**config.mk**
```make
export PLATFORM = sky130hd
export DESIGN_NAME = seq_det_ctrl
export DESIGN_NICKNAME = d
export VERILOG_FILES = /design/src/rtl/seq_det_ctrl.sv
export SDC_FILE = /design/constraint.sdc
export NUM_CORES = 1
export LEC_CHECK = 0
export CAP_MARGIN = 10
export CORE_MARGIN = 5
export CORE_UTILIZATION = 54
export DETAILED_ROUTE_END_ITERATION = 8
export GPL_TIMING_DRIVEN = 0
export PLACE_DENSITY = 0.83
export RECOVER_POWER = 50
export SETUP_SLACK_MARGIN = 0.5
export SYNTH_ARGS = -nofsm -noshare
export SYNTH_HDL_FRONTEND = slang
export SYNTH_SLANG_ARGS = --single-unit
```
**constraint.sdc**
```tcl
create_clock -name clk -period 3.1 [get_ports clk]
set_input_delay 0.62 -clock clk [delete_from_list [all_inputs] [get_ports clk]]
set_output_delay 0.62 -clock clk [all_outputs]
set_load 0.005 [all_outputs]
```
**src/rtl/seq_det_ctrl.sv**
```systemverilog
// Programmable serial sequence-detection controller: configurable pattern,
// overlap mode and window; counts matches over a valid-qualified bit stream.
module seq_det_ctrl #(
  parameter int MAX_LEN = 8,
  parameter int LEN_W   = 5,
  parameter int WIN_W   = 8,
  parameter int CNT_W   = 8
) (
  input  logic               clk,
  input  logic               rst,
  input  logic               cfg_we,
  input  logic [MAX_LEN-1:0] cfg_pattern,
  input  logic [LEN_W-1:0]   cfg_len,
  input  logic               cfg_overlap,
  input  logic [WIN_W-1:0]   cfg_window,
  input  logic               start,
  input  logic               abort,
  input  logic               bit_valid,
  input  logic               bit_in,
  output logic               busy,
  output logic               match_pulse,
  output logic [CNT_W-1:0]   match_count,
  output logic               overflow,
  output logic               done,
  output logic               cfg_err
);

  typedef enum logic [1:0] {IDLE, RUN, DONE} state_t;

  state_t state, state_nxt;

  logic [MAX_LEN-1:0] pat_r;
  logic [LEN_W-1:0]   len_r;
  logic               ovl_r;
  logic [WIN_W-1:0]   win_r;

  // History keeps only the older bits; the newest bit comes straight from bit_in.
  logic [MAX_LEN-2:0] hist_p0;
  logic [MAX_LEN-1:0] hist_new;
  logic [MAX_LEN-1:0] len_mask;
  logic [LEN_W-1:0]   fill, fill_inc, fill_sat;
  logic [WIN_W-1:0]   bitcnt, bitcnt_inc;
  logic               len_ok, start_go, take_bit, hit, win_end;

  always_comb begin
    len_ok     = (len_r != '0) && (len_r <= LEN_W'(MAX_LEN));
    start_go   = (state == IDLE) && start && !abort;
    take_bit   = (state == RUN) && bit_valid && !abort;
    hist_new   = {hist_p0, bit_in};
    len_mask   = '0;
    for (int i = 0; i < MAX_LEN; i++) begin
      len_mask[i] = (i < int'(len_r));
    end
    fill_inc   = fill + LEN_W'(1);
    fill_sat   = (fill_inc >= len_r) ? len_r : fill_inc;
    hit        = take_bit && (fill_inc >= len_r) &&
                 (((hist_new ^ pat_r) & len_mask) == '0);
    bitcnt_inc = bitcnt + WIN_W'(1);
    win_end    = take_bit && (win_r != '0) && (bitcnt_inc == win_r);
  end

  always_comb begin
    state_nxt = state;
    unique case (state)
      IDLE: if (start_go && len_ok) state_nxt = RUN;
      RUN: begin
        if (abort)        state_nxt = IDLE;
        else if (win_end) state_nxt = DONE;
      end
      DONE:    state_nxt = IDLE;
      default: state_nxt = IDLE;
    endcase
  end

  always_ff @(posedge clk or posedge rst) begin
    if (rst) state <= IDLE;
    else     state <= state_nxt;
  end

  assign busy = (state == RUN);
  assign done = (state == DONE);

  // Stage p0 -> p1: history shift, match count and registered match pulse.
  always_ff @(posedge clk) begin
    if (start_go && len_ok) hist_p0 <= '0;
    else if (take_bit)      hist_p0 <= hist_new[MAX_LEN-2:0];
  end

  always_ff @(posedge clk or posedge rst) begin
    if (rst) begin
      pat_r       <= MAX_LEN'(4'b1010);
      len_r       <= LEN_W'(4);
      ovl_r       <= 1'b1;
      win_r       <= '0;
      fill        <= '0;
      bitcnt      <= '0;
      match_count <= '0;
      overflow    <= 1'b0;
      match_pulse <= 1'b0;
      cfg_err     <= 1'b0;
    end else begin
      match_pulse <= hit;
      cfg_err     <= start_go && !len_ok;
      if ((state == IDLE) && cfg_we) begin
        pat_r <= cfg_pattern;
        len_r <= cfg_len;
        ovl_r <= cfg_overlap;
        win_r <= cfg_window;
      end
      if (start_go && len_ok) begin
        fill        <= '0;
        bitcnt      <= '0;
        match_count <= '0;
        overflow    <= 1'b0;
      end else if (take_bit) begin
        bitcnt <= bitcnt_inc;
        // Non-overlapping mode demands a full fresh pattern after each match.
        fill   <= (hit && !ovl_r) ? '0 : fill_sat;
        if (hit) begin
          if (&match_count) overflow    <= 1'b1;
          else              match_count <= match_count + CNT_W'(1);
        end
      end
    end
  end

endmodule

```
met1.png
Drawn at 4 px/µm. Supply wires on this layer in gray.
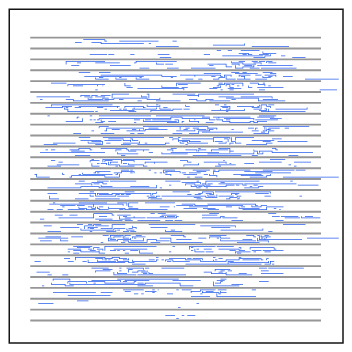
main direction	horizontal
nets with wire on the layer	333
Post-Route WL: 6420 µm
Vias: 2,329
met1 usage: 24.7%

met2.png
Drawn at 3 px/µm.
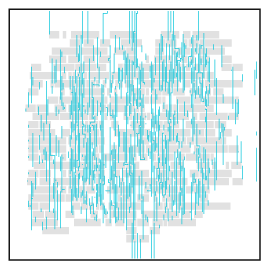
nets with wire on the layer	333
main direction	vertical
wire length on this layer	3,170 µm
share of all routed wire	49%
met2 Track Usage GR: 31.7%

==> impl_metrics.ini <==
; implementation run metrics
[critical_path]
critPathMaxStageDelay_ns = 0.58
worstPathArrival_ns = 2.83
worstPathMaxFanout = 4
startpoint = abort
path_buffers = 2

[min_path]
hold_path_depth = 2
worstHoldEndpoint = hist_p0[2]

[clocking]
postCtsSetupBuffers = 0
clkSinkCount = 55

[global_route]
grt-busiest-layer = met2
grt_pass1_wl_um = 10900

[final_layout]
stdcell_count = 413
fin_nets = 379
lay_top_count = dfrtp_1
dominant_cells = multi-input combinational cells
num_antenna_cells = 0
buffers = 58
final_core_utilization_pct = 70.2

[outcome]
outcome = completed

[power_and_ir_drop]
total_power_uw = 2070
clockPowerShare_pct = 22.8

[flow_run]
cap_viol_max_count = 0

[drt]
vias_per_cell = 5.64

[yosys]
ys_area_um2 = 2880

[die]
initCoreUtil_pct = 56.1
met3.png
Drawn at 4 px/µm.
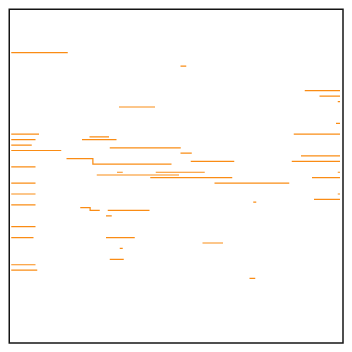
main direction	horizontal
share of all routed wire	5.2%
wire length on this layer	335 µm
met3 Resource Use GR: 4.16%

synthesized netlist by cell type, types with 2 or more instances:
cell type / number
a21oi_1: 11
a31oi_1: 2
and3_1: 2
buf_6: 2
clkbuf_1: 6
dfrtp_1: 44
dfstp_2: 4
dfxtp_1: 7
ha_1: 8
inv_1: 8
mux2_2: 18
mux2i_1: 6
nand2_1: 38
nand2b_1: 3
nand3_1: 11
nand4_1: 2
nor2_1: 10
nor2_4: 2
nor2b_1: 2
nor3_1: 2
nor3b_1: 3
nor4_1: 2
o21ai_0: 34
o22ai_1: 2
o31ai_1: 6
o41ai_1: 2
or3_1: 6
or4_1: 2
xnor2_1: 15
xor2_1: 8
